### config.mk
export PLATFORM = sky130hd
export DESIGN_NAME = cmd_frame_classifier_flat
export DESIGN_NICKNAME = d
export VERILOG_FILES = /design/src/rtl/cmd_frame_classifier_if.sv /design/src/rtl/cmd_frame_classifier.sv /design/src/flat_wrapper.sv
export SDC_FILE = /design/constraint.sdc
export NUM_CORES = 1
export LEC_CHECK = 0
export ABC_AREA = 0
export CAP_MARGIN = 0
export CORE_MARGIN = 4
export CORE_UTILIZATION = 45
export DETAILED_ROUTE_END_ITERATION = 7
export HOLD_SLACK_MARGIN = 0.03
export PLACE_DENSITY = 0.67
export SYNTH_ARGS = -nofsm -noshare
export SYNTH_HDL_FRONTEND = slang
export SYNTH_SLANG_ARGS = --single-unit
### constraint.sdc
create_clock -name clk -period 2.8 [get_ports clk]
set_input_delay 0.84 -clock clk [delete_from_list [all_inputs] [get_ports clk]]
set_output_delay 0.84 -clock clk [all_outputs]
set_load 0.005 [all_outputs]
### src/rtl/cmd_frame_classifier_if.sv
// Control byte stream in, classified payload stream and command flags out.
interface cmd_frame_classifier_if;
  logic [7:0] con_din;
  logic       con_din_en;
  logic       con_bpi_en;
  logic       update_flag;
  logic       reconfig_flag;
  logic [7:0] con_dout;
  logic       con_dout_en;
  logic       con_dout_sof;
  logic       con_dout_eof;
  logic       frame_err;
  logic [1:0] err_code;

  modport master (
    output con_din, con_din_en, con_bpi_en,
    input  update_flag, reconfig_flag, con_dout, con_dout_en, con_dout_sof, con_dout_eof,
    input  frame_err, err_code
  );

  modport slave (
    input  con_din, con_din_en, con_bpi_en,
    output update_flag, reconfig_flag, con_dout, con_dout_en, con_dout_sof, con_dout_eof,
    output frame_err, err_code
  );
endinterface

### src/rtl/cmd_frame_classifier.sv
// Parses framed commands, raises sticky update/reconfig flags, forwards payload bytes with
// sof/eof marks and flags frames whose byte count disagrees with their length field.
module cmd_frame_classifier #(
  parameter logic [7:0]  CLASS_BYTE  = 8'h04,
  parameter logic [7:0]  OP_UPDATE   = 8'h20,
  parameter logic [7:0]  OP_RECONFIG = 8'h30,
  parameter int unsigned HDR_LEN     = 4,
  parameter int unsigned MAX_LEN     = 2048,
  parameter int unsigned CNT_W       = 12
) (
  input logic                   clk,
  input logic                   rst,
  cmd_frame_classifier_if.slave bus
);

  typedef enum logic [1:0] {StIdle, StHdr, StPayload, StDrain} state_e;

  localparam logic [3:0] HdrLast      = 4'(HDR_LEN - 1);
  localparam logic [1:0] ErrShortHdr  = 2'd0;
  localparam logic [1:0] ErrShortPay  = 2'd1;
  localparam logic [1:0] ErrExcess    = 2'd2;
  localparam logic [1:0] ErrLenOver   = 2'd3;

  state_e           state_q, state_d;
  logic [3:0]       hdr_cnt_q, hdr_cnt_d;
  logic [7:0]       byte0_q, byte0_d;
  logic [15:0]      len_q, len_d;
  logic [CNT_W-1:0] pay_cnt_q, pay_cnt_d;
  logic             discard_q, discard_d;
  logic             drain_chk_q, drain_chk_d;
  logic             upd_q, upd_d, rcf_q, rcf_d;
  logic [7:0]       dout_q, dout_d;
  logic             dout_en_q, dout_en_d, sof_q, sof_d, eof_q, eof_d;
  logic             err_q, err_d;
  logic [1:0]       code_q, code_d;

  logic [15:0] len_now;
  logic        len_over, is_upd, is_rcf, fwd, pay_last;

  always_comb begin
    state_d     = state_q;
    hdr_cnt_d   = hdr_cnt_q;
    byte0_d     = byte0_q;
    len_d       = len_q;
    pay_cnt_d   = pay_cnt_q;
    discard_d   = discard_q;
    drain_chk_d = drain_chk_q;
    upd_d       = upd_q;
    rcf_d       = rcf_q;
    dout_d      = 8'h00;
    dout_en_d   = 1'b0;
    sof_d       = 1'b0;
    eof_d       = 1'b0;
    err_d       = 1'b0;
    code_d      = 2'd0;

    // The low length byte arrives at k=3, which may also be the last header byte.
    len_now  = (hdr_cnt_q == 4'd3) ? {len_q[15:8], bus.con_din} : len_q;
    len_over = (hdr_cnt_q == 4'd3) && (32'(len_now) > MAX_LEN);
    is_upd   = (byte0_q == CLASS_BYTE) && (bus.con_din == OP_UPDATE);
    is_rcf   = (byte0_q == CLASS_BYTE) && (bus.con_din == OP_RECONFIG);
    fwd      = ~discard_q & (upd_q | rcf_q);
    pay_last = (16'(pay_cnt_q) == len_q - 16'd1);

    if (bus.con_bpi_en) begin
      upd_d = 1'b0;
      rcf_d = 1'b0;
    end

    unique case (state_q)
      StIdle: begin
        if (bus.con_din_en) begin
          byte0_d     = bus.con_din;
          hdr_cnt_d   = 4'd1;
          discard_d   = 1'b0;
          drain_chk_d = 1'b0;
          state_d     = StHdr;
        end
      end
      StHdr: begin
        if (!bus.con_din_en) begin
          err_d   = 1'b1;
          code_d  = ErrShortHdr;
          state_d = StIdle;
        end else begin
          hdr_cnt_d = hdr_cnt_q + 4'd1;
          // Opcode decode overrides a same-cycle con_bpi_en clear.
          if (hdr_cnt_q == 4'd1) begin
            upd_d     = is_upd;
            rcf_d     = is_rcf;
            discard_d = ~(is_upd | is_rcf);
          end
          if (hdr_cnt_q == 4'd2) len_d[15:8] = bus.con_din;
          if (hdr_cnt_q == 4'd3) len_d[7:0] = bus.con_din;
          if (len_over) begin
            err_d       = 1'b1;
            code_d      = ErrLenOver;
            drain_chk_d = 1'b0;
            state_d     = StDrain;
          end else if (hdr_cnt_q == HdrLast) begin
            pay_cnt_d = '0;
            if (len_now == 16'd0) begin
              drain_chk_d = 1'b1;
              state_d     = StDrain;
            end else begin
              state_d = StPayload;
            end
          end
        end
      end
      StPayload: begin
        if (!bus.con_din_en) begin
          err_d   = 1'b1;
          code_d  = ErrShortPay;
          state_d = StIdle;
        end else begin
          dout_en_d = fwd;
          dout_d    = fwd ? bus.con_din : 8'h00;
          sof_d     = fwd && (pay_cnt_q == '0);
          eof_d     = fwd && pay_last;
          if (pay_last) begin
            drain_chk_d = 1'b1;
            state_d     = StDrain;
          end else begin
            pay_cnt_d = pay_cnt_q + CNT_W'(1);
          end
        end
      end
      StDrain: begin
        if (!bus.con_din_en) begin
          state_d = StIdle;
        end else if (drain_chk_q) begin
          err_d       = 1'b1;
          code_d      = ErrExcess;
          drain_chk_d = 1'b0;
        end
      end
    endcase

    if (err_d) begin
      upd_d = 1'b0;
      rcf_d = 1'b0;
    end
  end

  always_ff @(posedge clk or posedge rst) begin
    if (rst) begin
      state_q     <= StIdle;
      hdr_cnt_q   <= 4'd0;
      byte0_q     <= 8'h00;
      len_q       <= 16'd0;
      pay_cnt_q   <= '0;
      discard_q   <= 1'b0;
      drain_chk_q <= 1'b0;
      upd_q       <= 1'b0;
      rcf_q       <= 1'b0;
      dout_q      <= 8'h00;
      dout_en_q   <= 1'b0;
      sof_q       <= 1'b0;
      eof_q       <= 1'b0;
      err_q       <= 1'b0;
      code_q      <= 2'd0;
    end else begin
      state_q     <= state_d;
      hdr_cnt_q   <= hdr_cnt_d;
      byte0_q     <= byte0_d;
      len_q       <= len_d;
      pay_cnt_q   <= pay_cnt_d;
      discard_q   <= discard_d;
      drain_chk_q <= drain_chk_d;
      upd_q       <= upd_d;
      rcf_q       <= rcf_d;
      dout_q      <= dout_d;
      dout_en_q   <= dout_en_d;
      sof_q       <= sof_d;
      eof_q       <= eof_d;
      err_q       <= err_d;
      code_q      <= code_d;
    end
  end

  assign bus.update_flag   = upd_q;
  assign bus.reconfig_flag = rcf_q;
  assign bus.con_dout      = dout_q;
  assign bus.con_dout_en   = dout_en_q;
  assign bus.con_dout_sof  = sof_q;
  assign bus.con_dout_eof  = eof_q;
  assign bus.frame_err     = err_q;
  assign bus.err_code      = code_q;

endmodule
### src/flat_wrapper.sv
// flat-port wrapper written by rule: the top's interface ports become plain ports
module cmd_frame_classifier_flat 
#(
  parameter logic [7:0]  CLASS_BYTE  = 8'h04,
  parameter logic [7:0]  OP_UPDATE   = 8'h20,
  parameter logic [7:0]  OP_RECONFIG = 8'h30,
  parameter int unsigned HDR_LEN     = 4,
  parameter int unsigned MAX_LEN     = 2048,
  parameter int unsigned CNT_W       = 12
)
  (clk, rst, bus_con_din, bus_con_din_en, bus_con_bpi_en, bus_update_flag, bus_reconfig_flag, bus_con_dout, bus_con_dout_en, bus_con_dout_sof, bus_con_dout_eof, bus_frame_err, bus_err_code);
  cmd_frame_classifier_if bus_i ();
  input logic clk;
  input logic rst;
  input wire logic [$bits(bus_i.con_din)-1:0] bus_con_din;
  input wire logic [$bits(bus_i.con_din_en)-1:0] bus_con_din_en;
  input wire logic [$bits(bus_i.con_bpi_en)-1:0] bus_con_bpi_en;
  output wire logic [$bits(bus_i.update_flag)-1:0] bus_update_flag;
  output wire logic [$bits(bus_i.reconfig_flag)-1:0] bus_reconfig_flag;
  output wire logic [$bits(bus_i.con_dout)-1:0] bus_con_dout;
  output wire logic [$bits(bus_i.con_dout_en)-1:0] bus_con_dout_en;
  output wire logic [$bits(bus_i.con_dout_sof)-1:0] bus_con_dout_sof;
  output wire logic [$bits(bus_i.con_dout_eof)-1:0] bus_con_dout_eof;
  output wire logic [$bits(bus_i.frame_err)-1:0] bus_frame_err;
  output wire logic [$bits(bus_i.err_code)-1:0] bus_err_code;
  assign bus_i.con_din = bus_con_din;
  assign bus_i.con_din_en = bus_con_din_en;
  assign bus_i.con_bpi_en = bus_con_bpi_en;
  assign bus_update_flag = bus_i.update_flag;
  assign bus_reconfig_flag = bus_i.reconfig_flag;
  assign bus_con_dout = bus_i.con_dout;
  assign bus_con_dout_en = bus_i.con_dout_en;
  assign bus_con_dout_sof = bus_i.con_dout_sof;
  assign bus_con_dout_eof = bus_i.con_dout_eof;
  assign bus_frame_err = bus_i.frame_err;
  assign bus_err_code = bus_i.err_code;
  cmd_frame_classifier #(.CLASS_BYTE(CLASS_BYTE), .OP_UPDATE(OP_UPDATE), .OP_RECONFIG(OP_RECONFIG), .HDR_LEN(HDR_LEN), .MAX_LEN(MAX_LEN), .CNT_W(CNT_W)) u_core (.clk(clk), .rst(rst), .bus(bus_i));
endmodule
**Run 1: M1 wires**

Supply wires on this layer in gray.
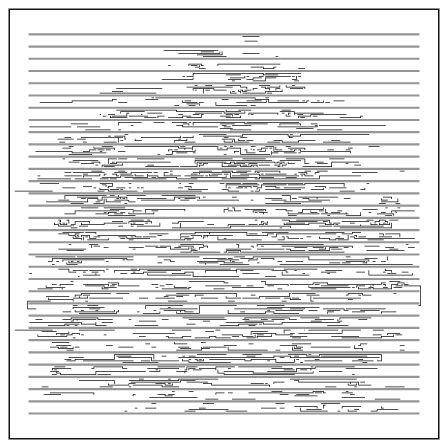
- main direction: horizontal
- share of all routed wire: 44%
- nets with wire on the layer: 427
- wire length on this layer: 4130 um
vias: 3105
met1 GRT Util: 29.4%
total routed wirelength: 9.30 mm

**Run 1: M2 wires**

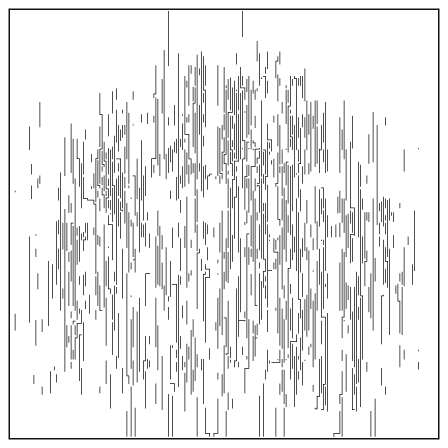
- main direction: vertical
- longest straight run: 36.0 um
GRT met2 Usage: 36.4%

==> flow_summary.toml, run 1 <==
# synthesis and place-and-route metrics
[outcome]
outcome = "finished clean"

[die]
fp.dieH_um = 95.2

[critical_path]
crit_chain = "nor4_4, nand4_1, xnor2_1, a21o_1, a211oi_4, a2111oi_4, clkbuf_16, buf_6, or3_4, o311ai_2"
crit_path_start_kind = "register"
r2r-start = "u_core.len_q[2]"

[final_layout]
nClkBuffers = 10
final_util_pct = 64.1
logic_gates = 257
seq-cell-share_pct = 31.9
lay_top_count = "buf_4"
num-nonclk-buffers = 97
sh_comb_area_pct = 42.1

[sta]
rsz0062_at_grt = "yes"
min_period_ns = 2.77
hold_viol = 0
drv_slew = 0

[place]
numPortBuffers = 27

[hold_path]
hold_class = "register to register"

[clocking]
cts_tree = "built"
post_cts_buffers = 26
cts_root_buf = "clkbuf_8"
hold_buffers = 0

[detailed_routing]
drtAntennaViolNets = 0

[power_and_ir_drop]
p_sw_uw = 1880
leakage_uw = 0.00204
clkPwrFrac_pct = 16.8

[logic_synthesis]
ys_types = 59
ys_cells = 343
synth_top_cell_by_area = "dfrtp_1"
ys_seq_share_pct = 43.9
**Run 1: the metal 3 layer**

Scale bar: 20 um. Cells faint in the background.
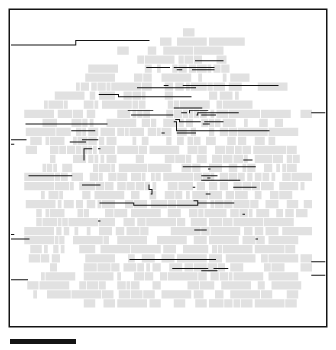
- main direction: horizontal
- nets with wire on the layer: 43
- share of all routed wire: 5.3%
- longest straight run: 28.5 um
- wire length on this layer: 497 um
global routing met3 resource utilization: 4.81%

**Run 1: metal 4**

Supply wires on this layer in gray. Cells faint in the background.
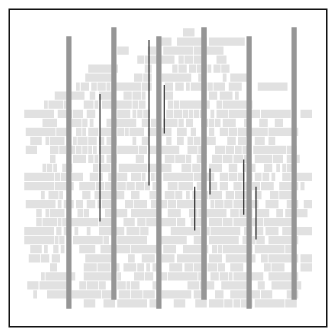
- wire length on this layer: 148 um
- nets with wire on the layer: 7
- share of all routed wire: 1.6%
- main direction: vertical

## run 1: power by group through the flow
stage / clock, uW / sequential, uW / combinational, uW
final: 791 / 1530 / 2380
after CTS: 808 / 1500 / 2230
after global routing: 846 / 1570 / 2600
after global placement: 0 / 1490 / 1820
after floorplan: 0 / 1420 / 1290
after detailed placement: 0 / 1520 / 1870
## run 1: cells by family (layout without fill, tap and decap cells)
logic type                 Yosys count  after routing  synth area share, %
AOI/OAI and AO/OA                   66             67                 14.4
xor gates and xnor gates            16             16                 4.10
muxes                               25             25                 8.20
buffers and inverters               27            127                 3.29
DFF                                 60             60                 43.9
adders and majority gates           11             11                 4.02
and+or+nand+nor                    138            138                 22.1
## run 1: stage by stage
stage | instance area [sq um] | power [uW] | TNS (ns) | hold WS, ns
2_1_floorplan | 3420 | 2700 | 0 | 0.471
3_3_place_gp | 4110 | 3310 | -7.41 | 0.488
3_5_place_dp | 4110 | 3390 | -7.37 | 0.495
4_1_cts | 4620 | 4540 | 0 | 0.512
5_1_grt | 4700 | 5010 | -0.457 | 0.520
6_report | 4700 | 4690 | 0 | 0.512
## run 1: flip-flops by register name, summed over array words and instances (netlist names), 2 cells and up
name / cells
u_core.pay_cnt_q: 12
u_core.len_q: 16
u_core.state_q: 2
u_core.byte0_q: 8
u_core.bus.con_dout: 8
u_core.hdr_cnt_q: 4
u_core.bus.err_code: 2
## run 1: path summary, 6_finish.rpt
check | end | slack, ns | depth (start not counted)
hold reg to reg | u_core.byte0_q[5] | 0.51 | 1
hold / removal | u_core.byte0_q[5] | 0.51 | 1
setup reg to reg | u_core.pay_cnt_q[10] | 0.03 | 10
max in group asynchronous | u_core.pay_cnt_q[7] | 1.65 | 3
min in group asynchronous | u_core.bus.reconfig_flag | 0.89 | 3
setup / recovery | u_core.pay_cnt_q[10] | 0.03 | 10
==> inputs of run 2 (changes only) <==
--- a/config.mk
+++ b/config.mk
@@ -8,10 +8,9 @@
 export ABC_AREA = 0
 export CAP_MARGIN = 0
 export CORE_MARGIN = 4
-export CORE_UTILIZATION = 45
+export CORE_UTILIZATION = 30
 export DETAILED_ROUTE_END_ITERATION = 7
 export HOLD_SLACK_MARGIN = 0.03
-export PLACE_DENSITY = 0.67
 export SYNTH_ARGS = -nofsm -noshare
 export SYNTH_HDL_FRONTEND = slang
 export SYNTH_SLANG_ARGS = --single-unit
**Run 2: M2 wires**

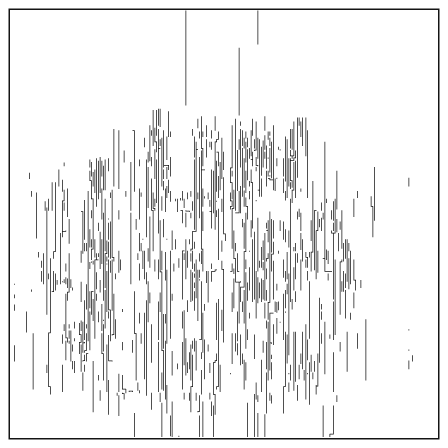
- nets with wire on the layer: 377
- share of all routed wire: 47%
- main direction: vertical
- wire length on this layer: 4180 um

**Run 2: clock nets**

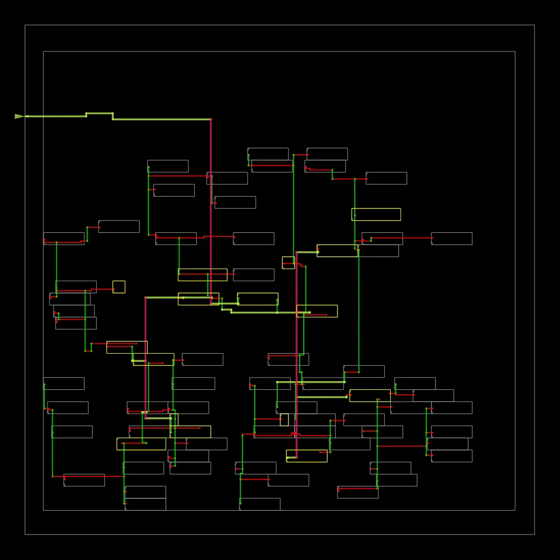
clk latency late pin: 0.33 ns
CTS buffer count: 9
clk sink count: 60

==> flow_summary.toml, run 2 <==
# synthesis and place-and-route metrics
[outcome]
outcome = "finished with violations"
violations = "negative setup slack"

[sta]
finalSetupViolCount = 3
drv_slew = 0
setup_slack_ns = -0.0431
hold_viol = 0
min_period_ns = 2.84
rsz0062_at_grt = "yes"

[power_and_ir_drop]
clkPwrFrac_pct = 25.9
p_seq_uw = 1520
p_sw_uw = 1820
fin_total_pwr_uw = 4910
clk-power_uw = 1270
power.group.top = "combinational logic"
leakage_uw = 0.00203

[critical_path]
reg2reg_setup_slack_ns = -0.04
reg2reg_to = "u_core.pay_cnt_q[9]"
crit_chain = "buf_4, nor2_1, nand4_1, xnor2_2, a21o_1, a211oi_4, a2111oi_4, clkbuf_16, buf_8, o311a_1, a221o_1"
r2r-start = "u_core.len_q[0]"
r2r_cells = 11

[logic_synthesis]
ys_types = 59
synth_top_cell_by_area = "dfrtp_1"
ys_seq_share_pct = 43.9
ys_cells = 343

[detailed_routing]
wl_mm = 8.92
drtAntennaViolNets = 0
vias = 2939

[final_layout]
final_util_pct = 43.4
largest_reg_flops = 16
top_register = "u_core.len_q"
reg_top3 = "u_core.len_q: 16 flops, u_core.pay_cnt_q: 12 flops"
final_cell_area_sq_um = 4770

[place]
place_area_sq_um = 4170
numPortBuffers = 27

[clocking]
hold_buffers = 0
cts_tree = "built"
post_cts_buffers = 4

[hold_path]
min_to = "u_core.byte0_q[2]"
hold_path_depth = 1

[global_route]
use_met3_pct = 3.05
use_met2_pct = 21.9
**Run 2: logic cells by family**

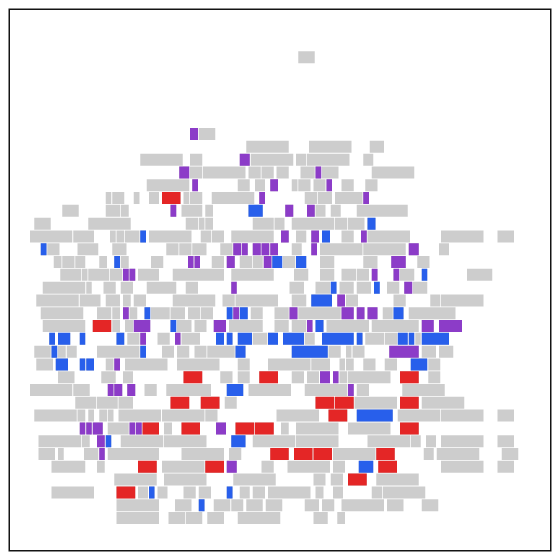
- purple: NAND gates (cells 64; most used nand2_1)
- blue: NOR gates (cells 48; most used nor2_1)
- red: multiplexers (cells 25; most used mux2_2)
logic share of the area: 40.8%
non-filler cells, final: 570
Commonest Layout Cell: dfrtp_1

## run 2: worst max-delay path by stage
stage	cells past startpoint	endpoint	slack (ns)	startpoint
finish	11	u_core.pay_cnt_q[9]	-0.04	u_core.len_q[0]
global route	10	u_core.pay_cnt_q[9]	-0.1	u_core.len_q[6]
CTS	12	u_core.pay_cnt_q[1]	0.02	u_core.len_q[1]
detailed placement	9	u_core.pay_cnt_q[3]	-0.71	bus_con_din[6]
global placement	9	u_core.pay_cnt_q[8]	-0.63	bus_con_din[6]
floorplan	11	u_core.pay_cnt_q[9]	0.07	u_core.len_q[0]
## run 2: through the flow
step / cells / hold WS (ns) / worst slack [ns] / setup TNS [ns]
after floorplan: 343 / 0.471 / 0.0719 / 0
after global placement: 541 / 0.488 / -0.634 / -7.28
after detailed placement: 541 / 0.495 / -0.713 / -7.36
after CTS: 561 / 0.507 / 0.0226 / 0
after global routing: 570 / 0.512 / -0.0961 / -0.494
final: 570 / 0.507 / -0.0431 / -0.0608
## run 2: critical path: cells and delay by family (launching register included)
kind / cells / cell delay [ns]
flip-flops: 1 / 0.39
AND-OR/OR-AND: 5 / 1.15
buffers and inverters: 3 / 0.47
XOR/XNOR: 1 / 0.22
AND/OR/NAND/NOR: 2 / 0.49
## run 2: kinds of logic after synthesis
| group | after synthesis | synth area share (%) |
|---|---|---|
| fa+ha+maj | 11 | 4.02 |
| compound gates | 66 | 14.4 |
| xor+xnor | 16 | 4.10 |
| simple gates | 138 | 22.1 |
| flops | 60 | 43.9 |
| mux | 25 | 8.20 |
| buf+inv | 27 | 3.29 |
## run 2: cell type report
cell class	instances	area share, %
clock buffer	9	4.72
clock inverter	7	2.41
inverter	14	1.10
multi-input combinational	256	40.8
sequential	60	31.5
tap	140	3.67
timing repair buffer	84	15.8
==> inputs of run 3 (changes only) <==
--- a/config.mk
+++ b/config.mk
@@ -5,12 +5,12 @@
 export SDC_FILE = /design/constraint.sdc
 export NUM_CORES = 1
 export LEC_CHECK = 0
-export ABC_AREA = 0
 export CAP_MARGIN = 0
 export CORE_MARGIN = 4
 export CORE_UTILIZATION = 30
 export DETAILED_ROUTE_END_ITERATION = 7
 export HOLD_SLACK_MARGIN = 0.03
+export REMOVE_ABC_BUFFERS = 1
 export SYNTH_ARGS = -nofsm -noshare
 export SYNTH_HDL_FRONTEND = slang
 export SYNTH_SLANG_ARGS = --single-unit
**Run 3: the metal 3 layer**

Scale bar: 20 um. Cells faint in the background.
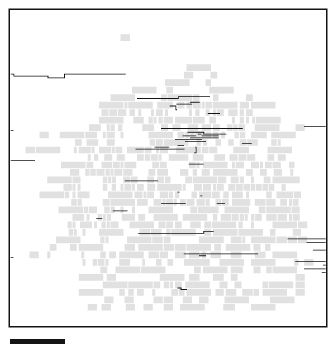
- wire length on this layer: 360 um
- share of all routed wire: 3.9%
- longest straight run: 29.4 um
- nets with wire on the layer: 33
- main direction: horizontal

**Run 3: clock nets**

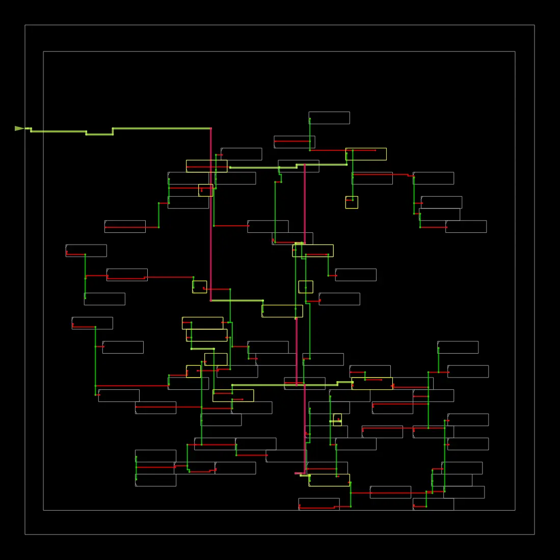
flop count: 60
clock skew: 0.00697 ns
CLK BUF: 10
Power Clock: 1050 uW

==> flow_summary.toml, run 3 <==
# synthesis and place-and-route metrics
[outcome]
outcome = "finished clean"

[logic_synthesis]
ys_types = 59
mux_share_pct = 8.20
synth.cellmix.compoundShare_pct = 14.4
ys_sh_adder_pct = 4.02
top_logic_kind = "simple AND/OR/NAND/NOR gates"
synth-xor-area-share_pct = 4.10
ys_seq_share_pct = 43.9

[power_and_ir_drop]
fin_total_pwr_uw = 4720
p_sw_uw = 1840
leakage_uw = 0.00202
power.group.top = "combinational logic"
p_seq_uw = 1510
comb_power_uw = 2160

[critical_path]
reg2reg_setup_slack_ns = 0.02
crit_path_start_kind = "register"

[hold_path]
hold_class = "register to register"

[sta]
finalSetupTns_ns = 0
min_period_ns = 2.78
hold_viol = 0
whs_ns = 0.499
setup_slack_ns = 0.0189

[clocking]
cts_root_buf = "clkbuf_16"
cts_tree = "built"
clock-sinks = 60
hold_buffers = 0
cts_buffers = 9

[final_layout]
top_register = "u_core.len_q"
lay_top_count = "dfrtp_1"
final_cell_area_sq_um = 4730
reg_top3 = "u_core.len_q: 16 flops, u_core.pay_cnt_q: 12 flops"
final_util_pct = 43.0
stdcell_count = 573

[place]
dpl.cell_count = 543
**Run 3: M1 wires**

Supply wires on this layer in gray.
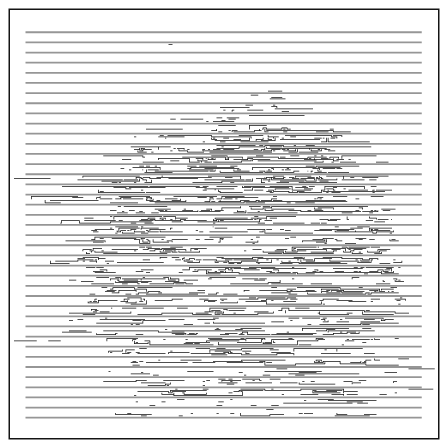
- nets with wire on the layer: 413
- share of all routed wire: 48%
met1 GRT Util: 19.4%
vias: 2995

## run 3: path summary, 6_finish.rpt
check	from	end	cells after the start
max in group asynchronous	rst	u_core.len_q[5]	3
worst min-delay path	u_core.byte0_q[2]	u_core.byte0_q[2]	1
worst max register to register	u_core.len_q[5]	u_core.pay_cnt_q[8]	10
worst min register to register	u_core.byte0_q[2]	u_core.byte0_q[2]	1
min in group asynchronous	rst	u_core.hdr_cnt_q[1]	3
worst max-delay path	u_core.len_q[5]	u_core.pay_cnt_q[8]	10
## run 3: cell families (layout without fill, tap and decap cells)
family / after synthesis / count (layout)
xor+xnor: 16 / 16
simple gates: 138 / 138
buf+inv: 27 / 116
compound gates: 66 / 67
mux: 25 / 25
flops: 60 / 60
fa+ha+maj: 11 / 11
## run 3: routing by layer
layer / routed length (um) / vias to the layer above / track usage, %
met4: 115 / 0 / 4.30
met1: 4380 / 1480 / 19.4
met3: 359 / 10 / 3.21
met5: 0 / - / 0
met2: 4290 / 67 / 22.5
li1: - / 1438 / -
## run 3: layout make-up
cell class | count | area [sq um]
Clock buffer | 10 | 239
Fill cell | 1063 | 6260
Sequential cell | 60 | 1500
Timing Repair Buffer | 86 | 759
Clock inverter | 6 | 47.5
Multi-Input combinational cell | 257 | 1950
Tap cell | 140 | 175
Inverter | 14 | 52.6
## run 3: worst max-delay path: stages, from the launching register on
cell,delay [ns]
dfrtp_2,0.43
nor4_4,0.33
nand4_1,0.26
nor4b_1,0.22
a21o_1,0.19
a211oi_4,0.29
a2111oi_4,0.08
buf_4,0.16
buf_6,0.13
or3_1,0.36
o311ai_2,0.22
## run 3: what timing repair did
action | 4_1_cts | 5_1_grt
gates cloned | 1 | 3
endpoints found under the setup margin | 12 | 15
resized | 12 | 30
buffers inserted | 5 | 5
pin swaps | 3 | 20
Power figures rest on the tool's default switching activity, not on a simulated workload.
